congestion.png
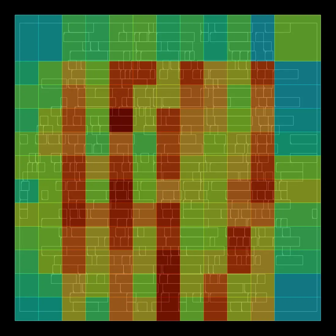
detail.png
The bar under the picture is 5 um long. Window x 35 to 55, y 53 to 73 um. Cells in grey, sequential cells in the stronger grey; small squares are vias.
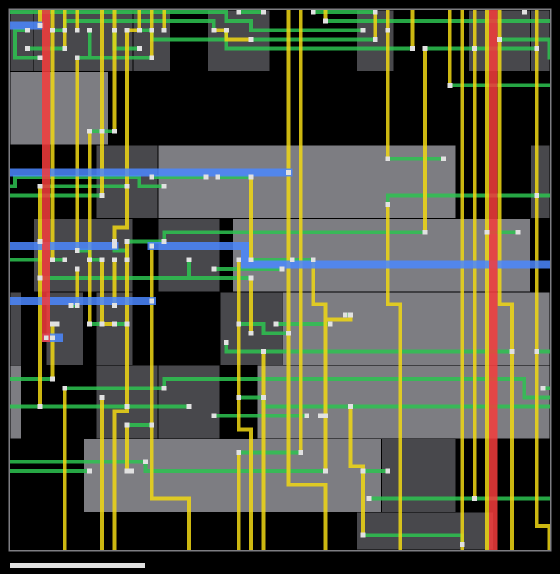
==> config.mk <==
export PLATFORM = sky130hd
export DESIGN_NAME = fx_ctrl_regs
export DESIGN_NICKNAME = d
export VERILOG_FILES = /design/src/rtl/fx_ctrl_regs.sv
export SDC_FILE = /design/constraint.sdc
export NUM_CORES = 1
export LEC_CHECK = 0
export ABC_CLOCK_PERIOD_IN_PS = 5050
export CAP_MARGIN = 0
export CORE_UTILIZATION = 52
export CTS_CLUSTER_SIZE = 28
export DETAILED_ROUTE_END_ITERATION = 6
export DONT_BUFFER_PORTS = 1
export PLACE_DENSITY = 0.74
export RECOVER_POWER = 100
export SYNTH_ARGS = -nofsm -noshare
export SYNTH_HDL_FRONTEND = slang
export SYNTH_SLANG_ARGS = --single-unit
==> constraint.sdc <==
create_clock -name clk_sys -period 5.05 [get_ports clk_sys]
set_input_delay 1.2625 -clock clk_sys [delete_from_list [all_inputs] [get_ports clk_sys]]
set_output_delay 1.2625 -clock clk_sys [all_outputs]
set_load 0.01 [all_outputs]
==> src/rtl/fx_ctrl_regs.sv <==
// FX-bus control/status register bank: ID, STAT, NREG read/write CTRL registers, 1-cycle read latency.
// Optional FX_WRCNT_EN adds a read-only CTRL-write counter at offset NREG+2.
module fx_ctrl_regs #(
  parameter int              DW        = 8,
  parameter int              AW        = 22,
  parameter logic [AW-1:0]   BASE      = '0,
  parameter int              NREG      = 8,
  parameter logic [DW-1:0]   ID_VAL    = 'h5a,
  parameter logic [DW-1:0]   DEFAULT_Q = 'h5a,
  parameter logic [NREG-1:0] CLR_MASK  = '0
) (
  input  logic               clk_sys,
  input  logic               rst,
  input  logic               fx_wr,
  input  logic [AW-1:0]      fx_waddr,
  input  logic [DW-1:0]      fx_data,
  input  logic               fx_rd,
  input  logic [AW-1:0]      fx_raddr,
  output logic [DW-1:0]      fx_q,
  output logic               fx_q_vld,
  input  logic [DW-1:0]      stat_in,
  output logic [NREG*DW-1:0] ctrl_q,
  output logic [NREG-1:0]    ctrl_wstb
);

  // Offsets carry a borrow bit so "below BASE" is detected even when the window wraps past 2^AW.
  logic          w_wborrow, w_rborrow;
  logic [AW-1:0] w_woff, w_roff;
  logic [NREG-1:0] w_wr_hit;
  logic [DW-1:0] w_rdata;

  logic [DW-1:0]   r_ctrl [NREG];
  logic [NREG-1:0] r_wstb;
  logic [DW-1:0]   r_q;
  logic            r_q_vld;

  assign {w_wborrow, w_woff} = {1'b0, fx_waddr} - {1'b0, BASE};
  assign {w_rborrow, w_roff} = {1'b0, fx_raddr} - {1'b0, BASE};

  genvar k;
  generate
    for (k = 0; k < NREG; k++) begin : g_ctrl
      assign w_wr_hit[k] = fx_wr && !w_wborrow && (w_woff == AW'(k + 2));
      assign ctrl_q[k*DW +: DW] = r_ctrl[k];

      // A write always wins over the self-clear of a pulse register.
      always_ff @(posedge clk_sys) begin
        if (rst) begin
          r_ctrl[k] <= '0;
          r_wstb[k] <= 1'b0;
        end else begin
          r_wstb[k] <= w_wr_hit[k];
          if (w_wr_hit[k])
            r_ctrl[k] <= fx_data;
          else if (CLR_MASK[k])
            r_ctrl[k] <= '0;
        end
      end
    end
  endgenerate

`ifdef FX_WRCNT_EN
  logic [DW-1:0] r_wrcnt;

  always_ff @(posedge clk_sys) begin
    if (rst)
      r_wrcnt <= '0;
    else if (|w_wr_hit)
      r_wrcnt <= r_wrcnt + DW'(1);
  end
`endif

  // Read mux sees pre-edge state, so same-cycle writes/increments are not visible yet.
  always_comb begin
    w_rdata = DEFAULT_Q;
    if (!w_rborrow) begin
      if (w_roff == AW'(0))
        w_rdata = ID_VAL;
      else if (w_roff == AW'(1))
        w_rdata = stat_in;
      for (int i = 0; i < NREG; i++)
        if (w_roff == AW'(i + 2))
          w_rdata = r_ctrl[i];
`ifdef FX_WRCNT_EN
      if (w_roff == AW'(NREG + 2))
        w_rdata = r_wrcnt;
`endif
    end
  end

  always_ff @(posedge clk_sys) begin
    if (rst) begin
      r_q     <= '0;
      r_q_vld <= 1'b0;
    end else begin
      r_q_vld <= fx_rd;
      if (fx_rd)
        r_q <= w_rdata;
    end
  end

  assign fx_q      = r_q;
  assign fx_q_vld  = r_q_vld;
  assign ctrl_wstb = r_wstb;

endmodule

==> flow_metrics.env <==
# yosys + openroad results
export IMPL_drv_cap=1
export IMPL_lay_top_count="edfxtp_1"
export IMPL_path_class="in2reg"
export IMPL_overflow=0
export IMPL_ys_seq_share_pct=56.9
export IMPL_cp_data_arrival_time_ps=3720
export IMPL_vias=2723
export IMPL_final_area_um2=4260
export IMPL_n_antenna_cell=0
export IMPL_clkLatencyLatePin_ps=340
export IMPL_syn_nets=393
export IMPL_hpwl_um=7360
export IMPL_min_delay_start="fx_q[0]"
export IMPL_final_period_utilization_pct=68.4
export IMPL_critPathCaptureType="flip-flop"
export IMPL_p_per_area_nw_per_um2=318
export IMPL_drt_iter0_markers=198
export IMPL_ys_area_um2=3970
export IMPL_status="finished, violations left"
export IMPL_top_cell_area_share_pct=48.4
export IMPL_die_area_um2=7990
export IMPL_clock_sinks=81
export IMPL_r2r_end="fx_q[6]"
export IMPL_yosys_top_cells_area="edfxtp_1 (48%), and2_1 (10%), dfxtp_1 (8.6%)"
export IMPL_root_buffer="clkbuf_8"
export IMPL_synth_area_um2=3970
export IMPL_drc=0
export IMPL_syn2layout_area_growth_pct=7.31
export IMPL_cts_made_buffers=9
export IMPL_worstMarginPinSlew_ps=1480
export IMPL_holdPathEnd="fx_q[0]"
export IMPL_htree_levels=3
export IMPL_num_io_pins=145
export IMPL_violations="capacitance limit"
export IMPL_initCoreUtil_pct=54.2
export IMPL_leakagePower_nw=1.31
export IMPL_worstSetupStartpointType="input pin"
export IMPL_grt_max_degree=26
-- congestion.png (at the start) --
met2 Use GR: 42.1%
fin util: 58.1%
met3 Use GR: 9.60%
DR WL/cell: 22.0 um

-- detail.png (at the start) --
legend:
  red:
    layer: metal 4
  green:
    layer: metal 1
  blue:
    layer: metal 3
  yellow:
    layer: metal 2
netlist names of flops here include: r_ctrl (5)
sequential cells in the window: 5
most frequent: and2_0 (6), edfxtp_1 (5)
cells with their middle in the window: 20

## per-stage QoR
stage	hold slack, ps	worst slack [ps]
after global routing	676	1360
after detailed placement	622	1710
after floorplan	589	2160
after global placement	624	1750
after CTS	634	2060
final	627	1600
## flip-flops by register name, indices dropped and copies added, names as in the netlist
register / count
fx_q: 8
fx_q_vld: 1
ctrl_wstb: 8
r_ctrl: 64
## report_power, final
group	switching (mW)	internal, mW	total [mW]	leakage (nW)
registers	0.0417	0.750	0.792	0.747
clock network	0.231	0.281	0.512	0.106
logic	0.0297	0.0207	0.0504	0.457
## cells in the mapped netlist
cell type and number:
and2_1 65, nand2b_1 5, nand3_1 4, and3_1 1, or4_1 1, a21o_1 4
nor3_2 1, or4_4 1, mux2_2 1, inv_1 8, nor4_1 7, or3_1 1
nor4_2 4, nor2b_1 11, a21oi_1 4, nand2_2 2, dfxtp_1 17, a31oi_1 8
o22ai_1 4, a211o_1 4, nand4_1 6, buf_4 2, or2_2 6, edfxtp_1 64
nand4b_1 1, nand3_4 2, o211ai_1 4, a22o_1 4, o21bai_1 8, nor2_1 12
o221ai_1 4, clkbuf_1 7, o22a_1 4, nor3b_1 1, a211oi_1 8, nand2_1 7
a311o_1 4, or3b_2 1, nor3_1 15, nand3b_1 1, a22oi_1 8, nor4_4 7
## worst max-delay path by stage
| stage | start | endpoint | slack (ps) | cells past startpoint |
|---|---|---|---|---|
| 3_3_place_gp | fx_raddr[5] | fx_q[7] | 1750 | 6 |
| 2_1_floorplan | fx_waddr[9] | r_ctrl[0][10] | 2160 | 4 |
| 3_5_place_dp | fx_raddr[5] | fx_q[7] | 1710 | 6 |
| 5_1_grt | fx_raddr[5] | fx_q[7] | 1360 | 6 |
| 4_1_cts | fx_raddr[5] | fx_q[7] | 2060 | 6 |
| 6_report | fx_raddr[5] | fx_q[7] | 1600 | 6 |
## final cells by class
cell class / instances / area [um^2]
tap: 99 / 124
multi-input combinational: 231 / 1630
clock buffer: 10 / 128
inverter: 8 / 30.0
fill: 582 / 3070
clock inverter: 6 / 91.3
sequential: 81 / 2260
## logic make-up after synthesis
| kind of cell | count (synthesis) | share of synthesized area [%] |
|---|---|---|
| flops | 81 | 56.9 |
| buf+inv | 17 | 1.80 |
| simple gates | 162 | 28.0 |
| compound gates | 68 | 13.0 |
| mux | 1 | 0.283 |
## worst max-delay path: stages
cell      delay (ps)
nor4_4           410
nand3_4          270
nor4_1          1240
nand2b_1         310
a21oi_1           60
a31oi_1          160
## routing by layer
| metal | vias to the layer above | track usage [%] | share of wire, % |
|---|---|---|---|
| met2 | 148 | 42.1 | 50 |
| met3 | 20 | 9.60 | 11 |
| li1 | 1264 | - | - |
| met1 | 1291 | 26.4 | 36 |
| met5 | - | 0 | 0 |
| met4 | 0 | 10.5 | 3.0 |
Power figures rest on the tool's default switching activity, not on a simulated workload.
